**src/rtl/samp_capture_ctrl.sv**
```systemverilog
// Capture sequencer for the 32-entry sample bank: arm, trigger, decimated write, then ordered readout.
// Optional ARMED timeout is compiled in with `define ARM_TIMEOUT_EN.
module samp_capture_ctrl #(
   parameter int DEPTH = 32,
   parameter int AW    = 5,
   parameter int DW    = 8,
   parameter int TO_W  = 16
) (
   input  logic          CLK,
   input  logic          RST_N,
   input  logic          ARM,
   input  logic          ABORT,
   input  logic          TRIG,
   input  logic [AW:0]   CAP_LEN,
   input  logic [3:0]    DECIM,
   input  logic [DW-1:0] RAW_DATA,
   input  logic          RAW_VALID,
   output logic [DW-1:0] SAMP_DATA,
   output logic          SAMP_VALID,
   output logic [AW-1:0] RD_IDX,
   input  logic [DW-1:0] RD_DATA,
   output logic [DW-1:0] STRM_DATA,
   output logic          STRM_VALID,
   input  logic          STRM_READY,
   output logic          STRM_LAST,
   output logic          BUSY,
   output logic          DONE,
   output logic          ERR
);

   typedef enum logic [2:0] {S_IDLE, S_ARMED, S_CAPTURE, S_FLUSH, S_READOUT} state_t;

   localparam logic [AW:0]   DEPTH_L = (AW+1)'(DEPTH);
   localparam logic [AW:0]   ONE_L   = (AW+1)'(1);
   localparam logic [AW-1:0] ONE_P   = AW'(1);

   state_t        state_q, state_d;
   logic [AW:0]   len_q, len_d, cap_cnt_q, cap_cnt_d, rd_cnt_q, rd_cnt_d;
   logic [AW-1:0] base_q, base_d, wr_ptr_q, wr_ptr_d;
   logic [3:0]    decim_q, decim_d, dec_cnt_q, dec_cnt_d;
   logic [DW-1:0] samp_data_q, samp_data_d;
   logic          samp_valid_q, samp_valid_d, err_q, err_d, done_q, done_d;
   logic          len_ok, rd_last;

`ifdef ARM_TIMEOUT_EN
   localparam logic [TO_W-1:0] TO_ONE = TO_W'(1);
   logic [TO_W-1:0] to_cnt_q, to_cnt_d;
`else
   logic [TO_W-1:0] unused_to;
   assign unused_to = '0;
`endif

   assign len_ok  = (CAP_LEN != '0) && (CAP_LEN <= DEPTH_L);
   assign rd_last = (rd_cnt_q == len_q - ONE_L);

   always_comb begin
      state_d      = state_q;
      len_d        = len_q;
      decim_d      = decim_q;
      base_d       = base_q;
      wr_ptr_d     = wr_ptr_q;
      cap_cnt_d    = cap_cnt_q;
      rd_cnt_d     = rd_cnt_q;
      dec_cnt_d    = dec_cnt_q;
      samp_data_d  = samp_data_q;
      samp_valid_d = 1'b0;
      err_d        = err_q;
      done_d       = 1'b0;
`ifdef ARM_TIMEOUT_EN
      to_cnt_d     = to_cnt_q;
`endif
      if (ABORT) begin
         state_d = S_IDLE;
      end else begin
         case (state_q)
            S_IDLE: if (ARM) begin
               if (len_ok) begin
                  len_d     = CAP_LEN;
                  decim_d   = DECIM;
                  base_d    = wr_ptr_q;
                  cap_cnt_d = '0;
                  dec_cnt_d = '0;
                  err_d     = 1'b0;
`ifdef ARM_TIMEOUT_EN
                  to_cnt_d  = '0;
`endif
                  state_d   = S_ARMED;
               end else begin
                  err_d = 1'b1;
               end
            end
            S_ARMED: begin
               if (TRIG) state_d = S_CAPTURE;
`ifdef ARM_TIMEOUT_EN
               else if (to_cnt_q == '1) begin
                  state_d = S_IDLE;
                  err_d   = 1'b1;
               end else to_cnt_d = to_cnt_q + TO_ONE;
`endif
            end
            S_CAPTURE: if (RAW_VALID) begin
               if (dec_cnt_q == decim_q) begin
                  dec_cnt_d    = '0;
                  samp_valid_d = 1'b1;
                  samp_data_d  = RAW_DATA;
                  cap_cnt_d    = cap_cnt_q + ONE_L;
                  wr_ptr_d     = wr_ptr_q + ONE_P;
                  if (cap_cnt_q + ONE_L == len_q) state_d = S_FLUSH;
               end else begin
                  dec_cnt_d = dec_cnt_q + 4'd1;
               end
            end
            // One idle cycle lets the bank commit the final write before it is read back.
            S_FLUSH: begin
               rd_cnt_d = '0;
               state_d  = S_READOUT;
            end
            S_READOUT: if (STRM_READY) begin
               if (rd_last) begin
                  state_d = S_IDLE;
                  done_d  = 1'b1;
               end else begin
                  rd_cnt_d = rd_cnt_q + ONE_L;
               end
            end
            default: state_d = S_IDLE;
         endcase
      end
   end

   always_ff @(posedge CLK or negedge RST_N) begin
      if (!RST_N) begin
         state_q      <= S_IDLE;
         len_q        <= '0;
         decim_q      <= '0;
         base_q       <= '0;
         wr_ptr_q     <= '0;
         cap_cnt_q    <= '0;
         rd_cnt_q     <= '0;
         dec_cnt_q    <= '0;
         samp_data_q  <= '0;
         samp_valid_q <= 1'b0;
         err_q        <= 1'b0;
         done_q       <= 1'b0;
      end else begin
         state_q      <= state_d;
         len_q        <= len_d;
         decim_q      <= decim_d;
         base_q       <= base_d;
         wr_ptr_q     <= wr_ptr_d;
         cap_cnt_q    <= cap_cnt_d;
         rd_cnt_q     <= rd_cnt_d;
         dec_cnt_q    <= dec_cnt_d;
         samp_data_q  <= samp_data_d;
         samp_valid_q <= samp_valid_d;
         err_q        <= err_d;
         done_q       <= done_d;
      end
   end

`ifdef ARM_TIMEOUT_EN
   always_ff @(posedge CLK or negedge RST_N) begin
      if (!RST_N) to_cnt_q <= '0;
      else        to_cnt_q <= to_cnt_d;
   end
`endif

   assign SAMP_DATA  = samp_data_q;
   assign SAMP_VALID = samp_valid_q;
   assign STRM_VALID = (state_q == S_READOUT);
   assign RD_IDX     = STRM_VALID ? base_q + rd_cnt_q[AW-1:0] : '0;
   assign STRM_DATA  = STRM_VALID ? RD_DATA : '0;
   assign STRM_LAST  = STRM_VALID && rd_last;
   assign BUSY       = (state_q != S_IDLE);
   assign DONE       = done_q;
   assign ERR        = err_q;

endmodule

```
**config.mk**
```make
export PLATFORM = sky130hd
export DESIGN_NAME = samp_capture_ctrl
export DESIGN_NICKNAME = d
export VERILOG_FILES = /design/src/rtl/samp_capture_ctrl.sv
export SDC_FILE = /design/constraint.sdc
export NUM_CORES = 1
export LEC_CHECK = 0
export CAP_MARGIN = 20
export CORE_MARGIN = 2
export CORE_UTILIZATION = 53
export CTS_BUF_LIST = sky130_fd_sc_hd__clkbuf_4 sky130_fd_sc_hd__clkbuf_8
export CTS_CLUSTER_SIZE = 24
export DETAILED_ROUTE_END_ITERATION = 16
export PLACE_DENSITY = 0.83
export REMOVE_ABC_BUFFERS = 1
export SKIP_LAST_GASP = 1
export SYNTH_ARGS = -nofsm -noshare
export SYNTH_HDL_FRONTEND = slang
export SYNTH_SLANG_ARGS = --single-unit
```
**constraint.sdc**
```tcl
create_clock -name CLK -period 2.42 [get_ports CLK]
set_input_delay 0.484 -clock CLK [delete_from_list [all_inputs] [get_ports CLK]]
set_output_delay 0.484 -clock CLK [all_outputs]
set_load 0.02 [all_outputs]
```
**Cells colored by class**

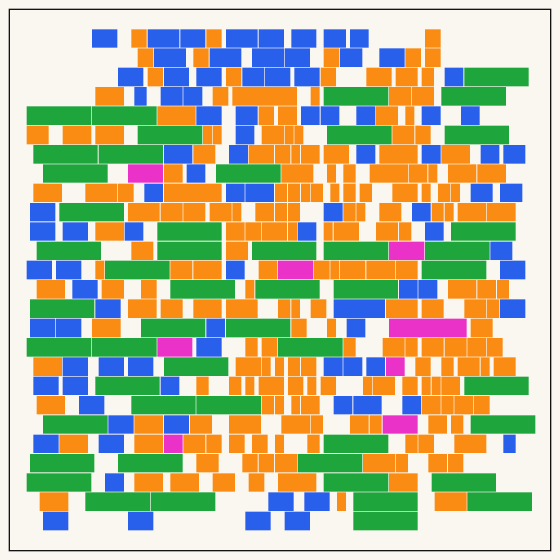
- magenta: clock drivers and dummy loads (cells 8; share of their area 3.0%)
- green: sequential cells (cells 50; share of their area 33%)
- blue: remaining buffers and delay cells (cells 93; share of their area 23%)
- orange: remaining logic cells (cells 203; share of their area 41%)
final core occ: 0.758
num rows: 26

**The metal 2 layer**

Cells faint in the background.
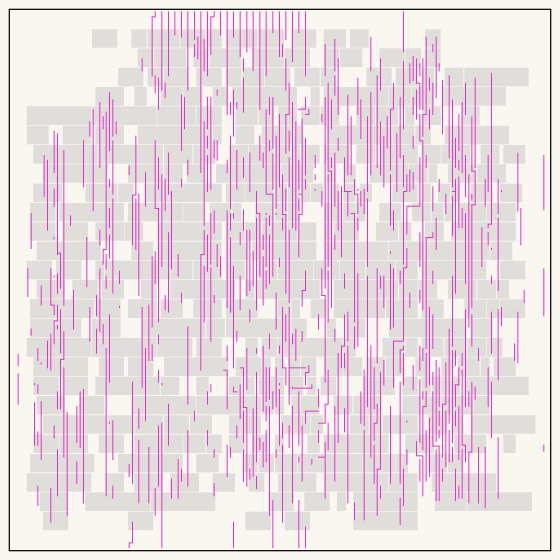
- longest straight run: 26.9 um
- nets with wire on the layer: 347
- main direction: vertical
- wire length on this layer: 3070 um
WL final: 6250 um
vias: 2270
Global Route met2 Usage: 0.399

==> impl_metrics.csv <==
group,metric,value,unit
place,placed_area,3620,um2
power,switchingPower,654,uW
route,wl_met2,3070,um
power,p_clk_frac,0.269,
power,power,2250,uW
critical_path,path_max_fanout,2,
route,drt-initial-drc-count,126,
timing,finalWorstSetupSlack,0.00532,ns
route,top_layer,"met4",
yosys,edf_count,0,
yosys,synth-main-ff-cell,"dfrtp_1",
final_layout,num_antenna_cells,0,
outcome,status,"finished, final reports clean",
route,drc,0,
critical_path,end_kind,"output port",
min_path,hold_path_class,"primary input to async pin",
timing,setup_violations,0,
final_layout,seq_share,0.325,
place,gp_congestion,0.875,
global_routing,grt_busiest_layer,"met2",
final_layout,seq_area,1250,um2
timing,finalClockPeriodUsage,0.998,
critical_path,path_class,"register to output port",
power,p_seq,1010,uW
**Met3 routing**

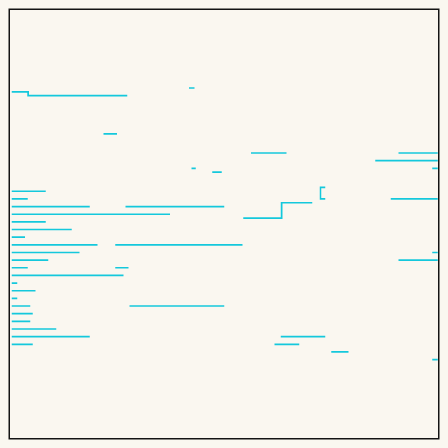
- main direction: horizontal
- wire length on this layer: 319 um
met3 Use GR: 0.0616

**Metal 1**

The bar under the picture is 20 um long. Supply wires on this layer in gray.
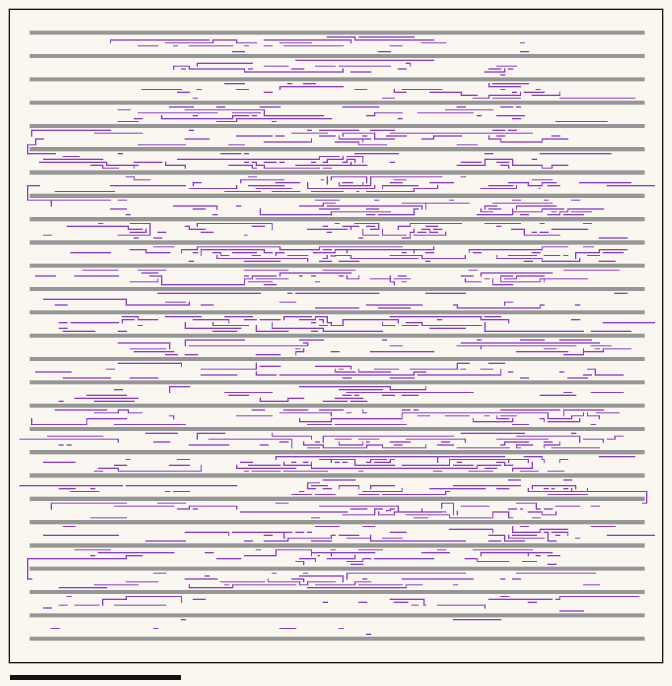
- main direction: horizontal
- share of all routed wire: 45%
- nets with wire on the layer: 354
M1 GR Usage: 0.293

## cell usage after synthesis, types with 2 or more instances
library cell | count | area, um2
a21o_1 | 3 | 22.5
a21oi_1 | 2 | 10.0
a31oi_1 | 2 | 12.5
and2_1 | 13 | 81.3
and3_1 | 3 | 18.8
buf_2 | 3 | 15.0
clkbuf_1 | 3 | 11.3
dfrtp_1 | 50 | 1250
ha_1 | 9 | 113
inv_1 | 5 | 18.8
mux2_2 | 22 | 248
mux2i_1 | 4 | 40.0
nand2_1 | 15 | 56.3
nand2b_1 | 5 | 31.3
nand3_1 | 7 | 35.0
nand4_1 | 3 | 18.8
nor2_1 | 16 | 60.1
nor2b_1 | 2 | 12.5
nor3_1 | 10 | 50.1
o211ai_1 | 2 | 15.0
o21a_1 | 2 | 15.0
o21ai_0 | 15 | 75.1
o22ai_1 | 2 | 12.5
o2bb2ai_1 | 2 | 17.5
o31ai_1 | 10 | 75.1
or2_2 | 2 | 12.5
or3_1 | 3 | 18.8
or3_4 | 2 | 22.5
xnor2_1 | 19 | 166
xor2_1 | 8 | 70.1
## timing repair
action | CTS | global route
gates cloned | 1 | 0
setup buffers | 3 | 2
setup endpoints to repair | 21 | 14
gates resized | 34 | 19
pin swaps | 7 | 8
## worst register-to-register path, stage by stage (launching register included)
cell     delay (ns)
dfrtp_1        0.40
inv_1          0.07
ha_2           0.18
nor2b_1        0.12
or3_1          0.34
a31o_2         0.22
buf_4          0.16
or2_2          0.32
a32o_1         0.25
## cell families after synthesis
kind of cell | count (synthesis) | synth area share
AND/OR/NAND/NOR | 87 | 0.171
buffers and inverters | 12 | 0.0204
flip-flops | 50 | 0.454
adder cells (fa/ha/maj) | 10 | 0.0482
multiplexers | 26 | 0.104
AND-OR/OR-AND | 47 | 0.115
XOR/XNOR | 27 | 0.0859
No activity file was given, so power comes from the tool's default toggle rates.
